==> src/rtl/mem_access_master.sv <==
// ============================================================================
// Module   : mem_access_master
// Purpose  : M-stage load/store initiator on a req/gnt/rvalid data bus with
//            byte lanes, load extension, stall and address-error reporting.
//            Optional STORE_LOG_EN macro enables a simulation store log.
// Revision : 1.0  initial release
// ============================================================================
`default_nettype none

module mem_access_master #(
    parameter logic [31:0] ADDR_LIMIT = 32'h0000_3000
) (
    input  logic        Clk,
    input  logic        Reset,
    input  logic        M_Valid,
    input  logic [2:0]  M_MemOp,
    input  logic [31:0] M_Addr,
    input  logic [31:0] M_WriteData,
    input  logic [31:0] M_PC,
    output logic        M_Stall,
    output logic [31:0] M_LoadData,
    output logic        M_LoadValid,
    output logic        M_AddrErr,
    output logic        bus_req,
    output logic        bus_we,
    output logic [31:0] bus_addr,
    output logic [3:0]  bus_be,
    output logic [31:0] bus_wdata,
    input  logic        bus_gnt,
    input  logic        bus_rvalid,
    input  logic [31:0] bus_rdata
);

    localparam logic [1:0] S_IDLE = 2'd0;
    localparam logic [1:0] S_REQ  = 2'd1;
    localparam logic [1:0] S_RESP = 2'd2;
    localparam logic [1:0] S_DONE = 2'd3;

    localparam logic [2:0] OP_LW  = 3'b000;
    localparam logic [2:0] OP_LH  = 3'b001;
    localparam logic [2:0] OP_LHU = 3'b010;
    localparam logic [2:0] OP_LB  = 3'b011;
    localparam logic [2:0] OP_LBU = 3'b100;
    localparam logic [2:0] OP_SW  = 3'b101;
    localparam logic [2:0] OP_SH  = 3'b110;
    localparam logic [2:0] OP_SB  = 3'b111;

    logic [1:0]  state_q, state_d;
    logic [2:0]  op_q;
    logic [1:0]  off_q;
    logic        err_q;
    logic [31:0] rdata_q;
    logic [31:0] bus_addr_q;
    logic [3:0]  bus_be_q;
    logic [31:0] bus_wdata_q;
    logic        bus_we_q;

    logic        w_misalign;
    logic        w_illegal;
    logic        w_is_store;
    logic [3:0]  w_be;
    logic [31:0] w_wdata;
    logic        w_load_q;
    logic [15:0] w_half;
    logic [7:0]  w_byte;

    // ---------------- request decode ----------------
    assign w_is_store = (M_MemOp >= OP_SW);

    always_comb begin
        w_misalign = 1'b0;
        w_be       = 4'b1111;
        w_wdata    = M_WriteData;
        case (M_MemOp)
            OP_LW, OP_SW:         w_misalign = (M_Addr[1:0] != 2'b00);
            OP_LH, OP_LHU, OP_SH: w_misalign = M_Addr[0];
            default:              w_misalign = 1'b0;
        endcase
        case (M_MemOp)
            OP_SH: begin
                w_be    = M_Addr[1] ? 4'b1100 : 4'b0011;
                w_wdata = {2{M_WriteData[15:0]}};
            end
            OP_SB: begin
                w_be    = 4'b0001 << M_Addr[1:0];
                w_wdata = {4{M_WriteData[7:0]}};
            end
            default: begin
                w_be    = 4'b1111;
                w_wdata = M_WriteData;
            end
        endcase
    end

    assign w_illegal = w_misalign | (M_Addr >= ADDR_LIMIT);

    // ---------------- FSM: state register ----------------
    always_ff @(posedge Clk) begin
        if (Reset) state_q <= S_IDLE;
        else       state_q <= state_d;
    end

    // ---------------- FSM: next state ----------------
    always_comb begin
        state_d = state_q;
        case (state_q)
            S_IDLE: if (M_Valid) state_d = w_illegal ? S_DONE : S_REQ;
            S_REQ:  if (bus_gnt) state_d = bus_we_q ? S_DONE : S_RESP;
            S_RESP: if (bus_rvalid) state_d = S_DONE;
            S_DONE: state_d = S_IDLE;
            default: state_d = S_IDLE;
        endcase
    end

    // ---------------- datapath registers ----------------
    always_ff @(posedge Clk) begin
        if (Reset) begin
            op_q        <= 3'b000;
            off_q       <= 2'b00;
            err_q       <= 1'b0;
            rdata_q     <= 32'd0;
            bus_addr_q  <= 32'd0;
            bus_be_q    <= 4'd0;
            bus_wdata_q <= 32'd0;
            bus_we_q    <= 1'b0;
        end else begin
            if (state_q == S_IDLE && M_Valid) begin
                op_q  <= M_MemOp;
                off_q <= M_Addr[1:0];
                err_q <= w_illegal;
                // Illegal accesses never reach the bus, so its fields are left alone
                if (!w_illegal) begin
                    bus_addr_q  <= {M_Addr[31:2], 2'b00};
                    bus_be_q    <= w_be;
                    bus_wdata_q <= w_wdata;
                    bus_we_q    <= w_is_store;
                end
            end
            if (state_q == S_RESP && bus_rvalid) rdata_q <= bus_rdata;
        end
    end

    // ---------------- load extraction ----------------
    assign w_load_q = (op_q < OP_SW);
    assign w_half   = off_q[1] ? rdata_q[31:16] : rdata_q[15:0];

    always_comb begin
        case (off_q)
            2'd0:    w_byte = rdata_q[7:0];
            2'd1:    w_byte = rdata_q[15:8];
            2'd2:    w_byte = rdata_q[23:16];
            default: w_byte = rdata_q[31:24];
        endcase
    end

    // ---------------- FSM: outputs ----------------
    always_comb begin
        bus_req     = (state_q == S_REQ);
        M_Stall     = M_Valid & (state_q != S_DONE);
        M_AddrErr   = (state_q == S_DONE) & err_q;
        M_LoadValid = (state_q == S_DONE) & ~err_q & w_load_q;
        M_LoadData  = 32'd0;
        if (M_LoadValid) begin
            case (op_q)
                OP_LH:   M_LoadData = {{16{w_half[15]}}, w_half};
                OP_LHU:  M_LoadData = {16'd0, w_half};
                OP_LB:   M_LoadData = {{24{w_byte[7]}}, w_byte};
                OP_LBU:  M_LoadData = {24'd0, w_byte};
                default: M_LoadData = rdata_q;
            endcase
        end
    end

    assign bus_we    = bus_we_q;
    assign bus_addr  = bus_addr_q;
    assign bus_be    = bus_be_q;
    assign bus_wdata = bus_wdata_q;

`ifdef STORE_LOG_EN
    logic [31:0] w_log_data;
    assign w_log_data = bus_wdata_q & {{8{bus_be_q[3]}}, {8{bus_be_q[2]}},
                                       {8{bus_be_q[1]}}, {8{bus_be_q[0]}}};

    always @(posedge Clk) begin
        if (!Reset && state_q == S_REQ && bus_gnt && bus_we_q)
            $display("%d@%h: *%h <= %h", $time, M_PC, bus_addr_q, w_log_data);
    end
`else
    logic w_unused_pc;
    assign w_unused_pc = ^M_PC;
`endif

endmodule

`default_nettype wire
==> config.mk <==
export PLATFORM = sky130hd
export DESIGN_NAME = mem_access_master
export DESIGN_NICKNAME = d
export VERILOG_FILES = /design/src/rtl/mem_access_master.sv
export SDC_FILE = /design/constraint.sdc
export NUM_CORES = 1
export LEC_CHECK = 0
export ABC_AREA = 0
export CAP_MARGIN = 20
export CORE_ASPECT_RATIO = 1.25
export CORE_MARGIN = 1.5
export CORE_UTILIZATION = 46
export CTS_CLUSTER_DIAMETER = 150
export CTS_CLUSTER_SIZE = 40
export DETAILED_ROUTE_END_ITERATION = 7
export GPL_ROUTABILITY_DRIVEN = 1
export GPL_TIMING_DRIVEN = 0
export HOLD_SLACK_MARGIN = 0.02
export PLACE_DENSITY = 0.87
export SYNTH_ARGS = -nofsm -noshare
export SYNTH_HDL_FRONTEND = slang
export SYNTH_SLANG_ARGS = --single-unit
==> constraint.sdc <==
create_clock -name Clk -period 3.25 [get_ports Clk]
set_clock_uncertainty 0.05 [all_clocks]
set_input_delay 0.4875 -clock Clk [delete_from_list [all_inputs] [get_ports Clk]]
set_output_delay 0.4875 -clock Clk [all_outputs]
set_load 0.01 [all_outputs]
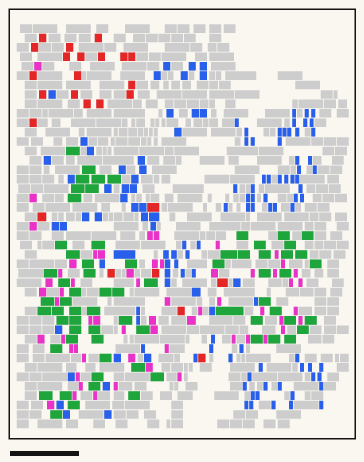
gate_families.png
The bar under the picture is 20 um long.
legend:
  green:
    family: multiplexers
    cells: 69
    most_used: mux2i_1
  red:
    family: AND and OR gates
    cells: 25
    most_used: and2_1
  blue:
    family: NAND gates
    cells: 125
    most_used: nand2_1
  magenta:
    family: NOR gates
    cells: 59
    most_used: nor2_1

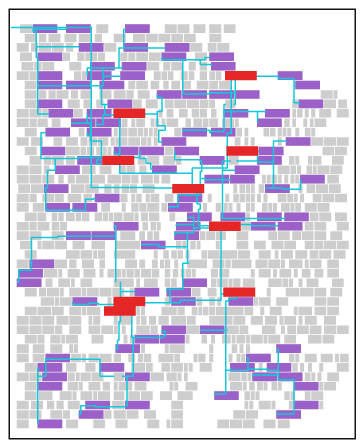
clock_map.png
legend:
  purple:
    item: flip-flops
    count: 107
  red:
    item: cells driving clock nets
    count: 9
  cyan:
    item: clock wires
    length: 1200 um
routed clock nets: 10
flops lie: spread over the die

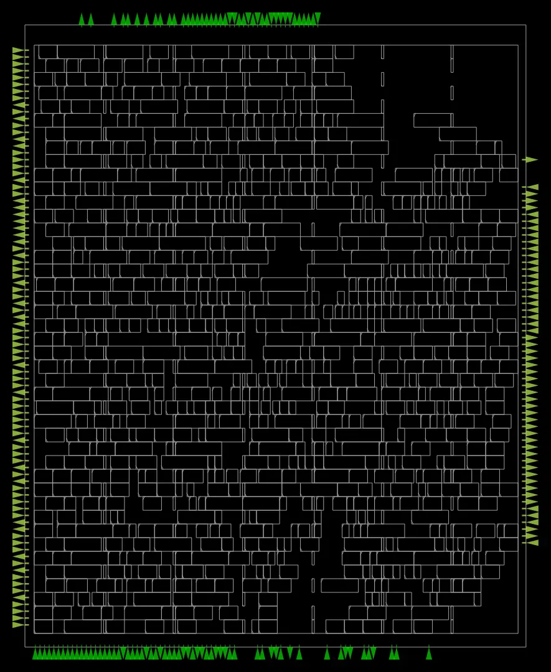
final_placement.png
TAP cells: 135
Layout Cells excl Fill: 977

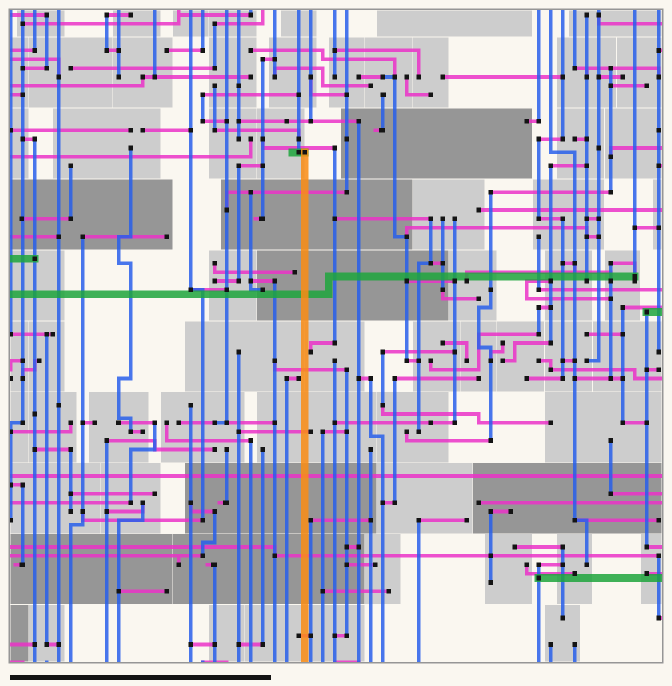
zoom.png
The bar under the picture is 10 um long. Region (37, 25) to (62, 50) um. Cells in gray, sequential cells in the stronger gray; small squares are vias.
legend:
  orange:
    layer: met4
  blue:
    layer: met2
  magenta:
    layer: met1
  green:
    layer: met3
netlist names of flops here include: `op_q` (2), `state_q` (2)
cells with their middle in the window: 54
sequential cells in the window: 8
most frequent: dfxtp_1 (8), a21oi_1 (7), nand2_1 (7)

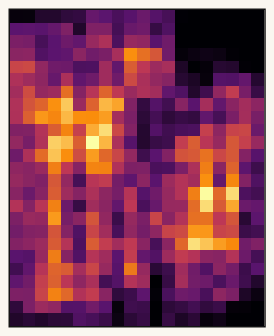
wire_density.png
The die is cut into 20 by 25 equal tiles; black is low, pale yellow is high, scaled to the fullest tile. Values are wire area over tile area, all layers added.
emptiest ninth of the die: north-east
tiles over half the peak: 22%
mean over tiles: 0.25
fullest tile: 0.70
nearly empty tiles: 8.8%

==> changes_impl.md <==
## Implementation

- Status: complete, no violations
- Post-synth area from yosys stat: between 5000 and 6000 um^2
- Worst Tran Pin Value: approximately 0.90 ns
- Fin worst setup slack: ~0.12 ns
- Clock-pin slew on the worst setup and hold paths: about 0.08 ns
- FF-to-FF path depth: 9
- Fmax: ~320 MHz
- WP buf/inv: 2
- Area share of the largest cell type after synthesis: ~40%
- Routability cong.: about 0.95
- WL per Instance: approximately 19 um
- Post-synth EDFFs: 0
- Sequential power share: 42.2%
- Comb power frac: a little over a quarter
- First-pass DRT Iterations: 5
- Switching power: approximately 1100 uW
- Hold Path End: bus_addr[24]
- Asr flop ratio synth: 0%
- M1 GR Usage: 33.0%
- Final TNS setup: 0 ns
- CP cell instances: clkbuf_4, maj3_1, mux2i_2, a222oi_1, nor2_1, clkdlybuf4s50_1
- Clock Path Buffers: 2
- CTS tree: built
- M3 GR Usage: between 6 and 7%
- HPWL after DPL: 14000 um
- Post-synth seq share: roughly 40%
-- synthesized netlist by cell type (all sizes together) (2+ instances only) --
cell type	n
nor3	4
and2	21
xor2	2
o221a	7
nand2	75
ha	5
nor4	3
dfxtp	107
buf	11
nor2	38
inv	6
a21oi	72
a222oi	9
nand2b	9
mux2i	48
mux2	20
nor2b	13
nand4	30
o21ai	7
a211o	10
clkbuf	50
a211oi	2
nand3	9
o31ai	30
o21a	16
-- metrics by stage --
stage,instance area [um^2],cells
2_1_floorplan,5360,623
3_3_place_gp,7550,960
3_5_place_dp,7550,960
4_1_cts,7880,976
5_1_grt,7910,977
6_report,7910,977
-- registers in the layout, summed over array words and instances (netlist names) --
register	count
bus_addr	30
bus_be	4
bus_wdata	32
bus_we	1
err_q	1
off_q	2
op_q	3
rdata_q	32
state_q	2
-- cell families (layout without fill, tap and decap cells) --
family / Yosys count / in the layout / share of synthesized area [%]
and+or+nand+nor: 209 / 209 / 19.3
AOI/OAI and AO/OA: 159 / 159 / 20.1
DFF: 107 / 107 / 40.0
muxes: 69 / 69 / 13.6
buffers and inverters: 68 / 287 / 5.14
adders and majority gates: 6 / 6 / 1.35
xor gates and xnor gates: 3 / 3 / 0.490
other: 1 / 2 / 0.0700
-- per-layer routing --
metal  vias up  part of all wire (%)
met3        48                   7.7
met1      2622                    38
met2       339                    50
li1       2666                     -
met4         0                   3.6
met5         -                     0
-- what timing repair did --
| item | 4_1_cts | 5_1_grt |
|---|---|---|
| hold endpoints to repair | 0 | 0 |
| gates cloned | 0 | 0 |
| endpoints found under the setup margin | 25 | 28 |
| resized | 5 | 5 |
| pin swaps | 0 | 1 |
| setup buffers | 0 | 3 |
-- cell type report --
cell class,count,area [um^2],area share (%)
tap,135,169,2.14
multi-input combinational,448,2970,37.6
clock inverter,7,78.8,0.997
sequential,107,2140,27.1
buffer,59,250,3.17
inverter,7,26.3,0.332
clock buffer,9,225,2.85
timing repair buffer,205,2040,25.9
-- how the worst max path moves through the flow --
stage,endpoint,startpoint,depth (start not counted)
floorplan,bus_be[2],M_Addr[16],4
global placement,bus_be[0],M_Addr[14],7
detailed placement,bus_wdata[15],M_Addr[14],7
CTS,M_LoadData[27],op_q[0],6
global route,M_LoadData[28],off_q[1],7
finish,M_LoadData[0],off_q[1],6
-- power groups by stage --
stage	registers, uW	logic (uW)	clock network, uW
2_1_floorplan	1460	556	0
3_3_place_gp	1480	859	0
3_5_place_dp	1490	898	0
4_1_cts	1460	912	1110
5_1_grt	1480	1000	1160
6_report	1470	926	1100
-- worst register-to-register path, delay by kind of cell, from the launching register on --
kind	cells	cell delay (ns)
adder cells (fa/ha/maj)	1	0.19
flip-flops	1	0.33
multiplexers	1	0.31
AND/OR/NAND/NOR	3	0.74
buffers and inverters	4	0.98
Power figures rest on the tool's default switching activity, not on a simulated workload.
